run_1/zoom.png
Scale bar: 5 um. Window x 21 to 41, y 33 to 53 um. Cells in grey, sequential cells in the stronger grey; small squares are vias.
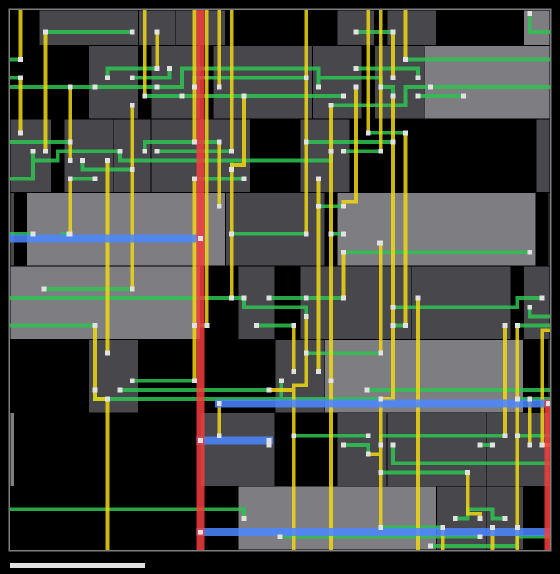
run_1/registers.png
Scale bar: 20 um.
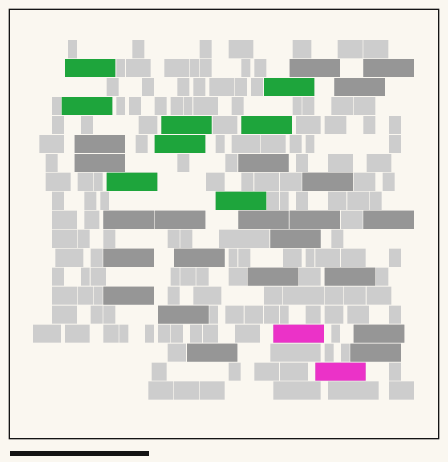
run_1/metal_stack.png
Scale bar: 20 um.
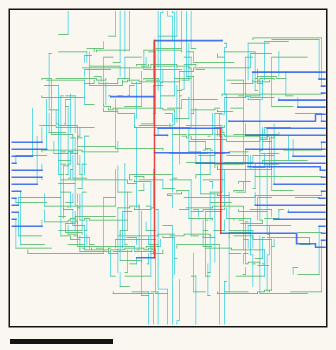
run_1/gate_families.png
Scale bar: 20 um.
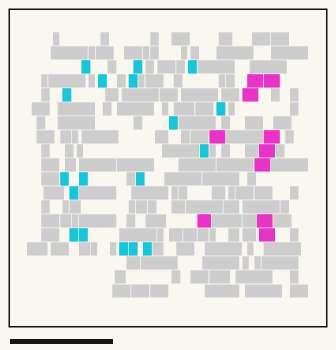
### config.mk
export PLATFORM = sky130hd
export DESIGN_NAME = apb_master_ctrl
export DESIGN_NICKNAME = d
export VERILOG_FILES = /design/src/rtl/apb_master_ctrl.sv
export SDC_FILE = /design/constraint.sdc
export NUM_CORES = 1
export LEC_CHECK = 0
export ABC_CLOCK_PERIOD_IN_PS = 1250
export CAP_MARGIN = 10
export CORE_MARGIN = 3
export CORE_UTILIZATION = 38
export CTS_CLUSTER_DIAMETER = 120
export DETAILED_ROUTE_END_ITERATION = 16
export PLACE_DENSITY = 0.87
export SLEW_MARGIN = 20
export SYNTH_ARGS = -nofsm -noshare
export SYNTH_HDL_FRONTEND = slang
export SYNTH_SLANG_ARGS = --single-unit
### constraint.sdc
create_clock -name pclk -period 1.25 [get_ports pclk]
set_input_delay 0.25 -clock pclk [delete_from_list [all_inputs] [get_ports pclk]]
set_output_delay 0.25 -clock pclk [all_outputs]
set_load 0.02 [all_outputs]
### src/rtl/apb_master_ctrl.sv
`default_nettype none
// ---------------------------------------------------------------------------
// apb_master_ctrl : one command -> one APB transfer (SETUP, ACCESS+waits).
// Optional macro TIMEOUT_EN aborts ACCESS after TIMEOUT_CYC stalled cycles.
// Revision 1.0
// ---------------------------------------------------------------------------
module apb_master_ctrl #(
  parameter int ADDR_W      = 8,
  parameter int DATA_W      = 8,
  parameter int TIMEOUT_CYC = 16
) (
  input  logic              pclk,
  input  logic              preset_n,
  input  logic              cmd_valid,
  output logic              cmd_ready,
  input  logic              cmd_write,
  input  logic [ADDR_W-1:0] cmd_addr,
  input  logic [DATA_W-1:0] cmd_wdata,
  output logic              rsp_valid,
  output logic [DATA_W-1:0] rsp_rdata,
  output logic              rsp_err,
  output logic              rsp_timeout,
  output logic              psel,
  output logic              penable,
  output logic              pwrite,
  output logic [ADDR_W-1:0] paddr,
  output logic [DATA_W-1:0] pwdata,
  input  logic [DATA_W-1:0] prdata,
  input  logic              pready,
  input  logic              pslverr
);

  typedef enum logic [1:0] {
    IDLE   = 2'd0,
    SETUP  = 2'd1,
    ACCESS = 2'd2
  } state_t;

  state_t              state_q, state_d;
  logic [7:0]          wait_q, wait_d, wait_inc;
  logic                psel_q, psel_d, penable_q, penable_d, pwrite_q, pwrite_d;
  logic [ADDR_W-1:0]   paddr_q, paddr_d;
  logic [DATA_W-1:0]   pwdata_q, pwdata_d, rsp_rdata_q, rsp_rdata_d;
  logic                rsp_valid_q, rsp_valid_d, rsp_err_q, rsp_err_d;
  logic                rsp_timeout_q, rsp_timeout_d, cmd_ready_q, cmd_ready_d;

`ifdef TIMEOUT_EN
  localparam logic [7:0] TO_LIMIT = 8'(TIMEOUT_CYC);
`else
  logic [7:0] unused_timeout_cyc;
  assign unused_timeout_cyc = 8'(TIMEOUT_CYC);
`endif

  assign wait_inc = (wait_q == 8'hFF) ? 8'hFF : wait_q + 8'd1;

  always_comb begin
    state_d       = state_q;
    wait_d        = wait_q;
    psel_d        = psel_q;
    penable_d     = penable_q;
    pwrite_d      = pwrite_q;
    paddr_d       = paddr_q;
    pwdata_d      = pwdata_q;
    rsp_valid_d   = 1'b0;
    rsp_rdata_d   = rsp_rdata_q;
    rsp_err_d     = rsp_err_q;
    rsp_timeout_d = rsp_timeout_q;
    cmd_ready_d   = cmd_ready_q;
    case (state_q)
      IDLE: begin
        if (cmd_valid) begin
          pwrite_d    = cmd_write;
          paddr_d     = cmd_addr;
          pwdata_d    = cmd_write ? cmd_wdata : '0;
          psel_d      = 1'b1;
          penable_d   = 1'b0;
          cmd_ready_d = 1'b0;
          state_d     = SETUP;
        end
      end
      SETUP: begin
        penable_d = 1'b1;
        state_d   = ACCESS;
      end
      ACCESS: begin
        if (pready) begin
          psel_d        = 1'b0;
          penable_d     = 1'b0;
          rsp_valid_d   = 1'b1;
          rsp_rdata_d   = pwrite_q ? '0 : prdata;
          rsp_err_d     = pslverr;
          rsp_timeout_d = 1'b0;
          wait_d        = 8'd0;
          cmd_ready_d   = 1'b1;
          state_d       = IDLE;
        end else begin
          wait_d = wait_inc;
`ifdef TIMEOUT_EN
          // Abort on the TIMEOUT_CYC-th stalled ACCESS cycle; pready above wins.
          if (wait_inc == TO_LIMIT) begin
            psel_d        = 1'b0;
            penable_d     = 1'b0;
            rsp_valid_d   = 1'b1;
            rsp_rdata_d   = '0;
            rsp_err_d     = 1'b1;
            rsp_timeout_d = 1'b1;
            wait_d        = 8'd0;
            cmd_ready_d   = 1'b1;
            state_d       = IDLE;
          end
`endif
        end
      end
      default: begin
        state_d = IDLE;
      end
    endcase
  end

  always_ff @(posedge pclk) begin
    if (!preset_n) begin
      state_q       <= IDLE;
      wait_q        <= 8'd0;
      psel_q        <= 1'b0;
      penable_q     <= 1'b0;
      pwrite_q      <= 1'b0;
      paddr_q       <= '0;
      pwdata_q      <= '0;
      rsp_valid_q   <= 1'b0;
      rsp_rdata_q   <= '0;
      rsp_err_q     <= 1'b0;
      rsp_timeout_q <= 1'b0;
      cmd_ready_q   <= 1'b1;
    end else begin
      state_q       <= state_d;
      wait_q        <= wait_d;
      psel_q        <= psel_d;
      penable_q     <= penable_d;
      pwrite_q      <= pwrite_d;
      paddr_q       <= paddr_d;
      pwdata_q      <= pwdata_d;
      rsp_valid_q   <= rsp_valid_d;
      rsp_rdata_q   <= rsp_rdata_d;
      rsp_err_q     <= rsp_err_d;
      rsp_timeout_q <= rsp_timeout_d;
      cmd_ready_q   <= cmd_ready_d;
    end
  end

  assign cmd_ready = cmd_ready_q;
  assign rsp_valid = rsp_valid_q;
  assign rsp_rdata = rsp_rdata_q;
  assign rsp_err   = rsp_err_q;
  assign psel      = psel_q;
  assign penable   = penable_q;
  assign pwrite    = pwrite_q;
  assign paddr     = paddr_q;
  assign pwdata    = pwdata_q;
`ifdef TIMEOUT_EN
  assign rsp_timeout = rsp_timeout_q;
`else
  assign rsp_timeout = 1'b0;
`endif

endmodule
`default_nettype wire

==> results_slide.txt, run 1 <==
Implementation Results

Placed design
  • Placed insts: 205
  • DPL Wire Length: 2.26 mm
  • Place WS: -0.228 ns

Logic synthesis
  • Area fraction in mux cells: 0
  • Top-count cell post-synth: dfxtp_1
  • Biggest area cells: dfxtp_1 55%, a22o_1 6.8%, o21ai_0 6.0%
  • Compound Share, Synth: 0.151

Timing
  • Slew Limit Fails: 0
  • Skew final: around 0.0096 ns
  • Final TNS setup: 0 ns

Route
  • Met3 wire len: 308 um
  • First-pass DRT Iterations: 4
  • Met1 Wirelength: 1.24 mm
  • Total routed wirelength: roughly 3.0 mm
  • Drt wl/cell: 14.2 um
  • DRT iter0 DRCs: ~40

Worst setup path
  • Reg2reg start: state_q[1]$_SDFFE_PN0P_
  • CP Capture Point: pwdata[2]
  • CP startpoint: pwdata[2]$_SDFFE_PN0P_
  • Critical path depth: 1
  • Delay-heaviest family, CP: flip-flops
  • Worst path slowest cell: dfxtp_1
  • Worst reg-to-reg path cell count: 3

Hold path
  • Hold crit path type: register to register

Layout
  • Signal buffers: approximately 65
  • Logic share of the area: 0.259
  • Share of cells above drive strength 1: 0.254
  • Top cells excl fill/tap: 32 x dfxtp_1, 29 x clkdlybuf4s50_1, 22 x clkbuf_2, 17 x nand2_1, 14 x o21ai_0
  • Seq cells: 32

Global routing
  • GR Overflow Total: 0
  • GRT met3 Usage: 0.0755

Power
  • Sequential Power Share: 0.554
  • Clock power share: 0.266
  • Combinational fraction of design power: 0.180
  • Sequential power: 1.10 mW

CTS
  • Post-CTS Setup Bufs: 0

Run status
  • Status: completed

Floorplan
  • Rows: 19

Flow run
  • Tool warnings: 26
  • Max-cap viol count: 0
-- zoom.png (at the start) --
- red: met4
- blue: met3
- yellow: met2
- green: met1
- cells with their middle in the window: 29
- netlist names of flops here include: paddr (5), rsp_rdata (1)
- sequential cells in the window: 6
- most frequent: o21ai_0 (6), nand3_1 (6), dfxtp_1 (6)

-- registers.png (at the start) --
- green: paddr (flops 8)
- magenta: state_q (flops 2)
- not coloured: 22

-- metal_stack.png (at the start) --
- cyan: met2 (wire length 1410 um)
- red: met4 (wire length 62.6 um)
- green: met1 (wire length 1240 um)
- blue: met3 (wire length 308 um)

-- gate_families.png (at the start) --
- magenta: AND-OR and OR-AND gates (cells 10)
- cyan: inverting AOI/OAI gates (cells 18)

==> run 2: changes to the inputs <==
Settings changed: SKIP_LAST_GASP from default to 1, SLEW_MARGIN 20 to 25.
run_2/zoom.png
Scale bar: 5 um. Window x 21 to 41, y 33 to 53 um. Cells in grey, sequential cells in the stronger grey; small squares are vias.
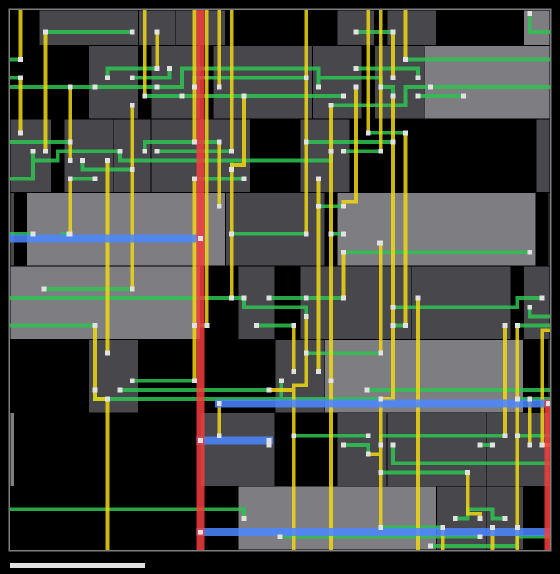
- yellow: met2
- blue: met3
- green: met1
- red: met4
- cells with their middle in the window: 29
- sequential cells in the window: 6
- netlist names of flops here include: paddr (5), rsp_rdata (1)
- most frequent: o21ai_0 (6), nand3_1 (6), dfxtp_1 (6)

run_2/gate_families.png
Scale bar: 20 um.
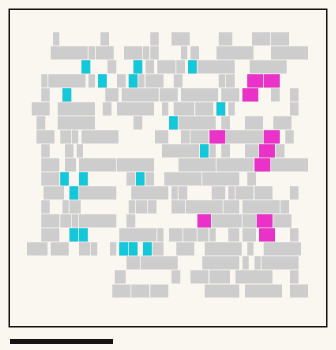
- magenta: AND-OR and OR-AND gates (cells 10)
- cyan: inverting AOI/OAI gates (cells 18)

==> results_slide.txt, run 2 <==
Implementation Results

Timing
  • Final TNS setup: 0 ns
  • Slew Limit Fails: 0
  • Skew final: 0.0113 ns

Flow run
  • Tool warnings: 27
  • Max-cap viol count: 0

Hold path
  • Hold crit path type: register to register

Route
  • First-pass DRT Iterations: 3
  • DRT iter0 DRCs: about 40
  • Total routed wirelength: roughly 3.0 mm
  • Met1 Wirelength: around 1.2 mm
  • Drt wl/cell: between 10 and 15 um

Worst setup path
  • Worst reg-to-reg path cell count: 3
  • CP Cell Sequence: clkdlybuf4s15_2
  • Reg2reg start: state_q[1]$_SDFFE_PN0P_
  • Delay-heaviest family, CP: flip-flops
  • Critical path depth: 1
  • CP Capture Point: pwdata[2]
  • CP startpoint: pwdata[2]$_SDFFE_PN0P_

Placed design
  • Placed insts: slightly above 200
  • DPL Wire Length: 2.26 mm
  • Place WS: -0.228 ns

Run status
  • Status: completed

Logic synthesis
  • Compound Share, Synth: 0.151
  • Post-synth EDFFs: 0
  • Top-count cell post-synth: dfxtp_1
  • Area fraction in mux cells: 0
  • Biggest area cells: dfxtp_1 55%, a22o_1 6.8%, o21ai_0 6.0%
  • Commonest flop: dfxtp_1

Global routing
  • GR Overflow Total: 0
  • GRT met3 Usage: 0.0755

Layout
  • Signal buffers: 65
  • Seq cells: 32
  • Logic share of the area: 0.260
  • Share of cells above drive strength 1: 0.254

CTS
  • Sink Count: 32

Power
  • Clock power share: 0.266
  • Combinational fraction of design power: 0.180
  • Sequential power: about 1.1 mW

Floorplan
  • Rows: 19
Power and IR drop assume default switching activity.
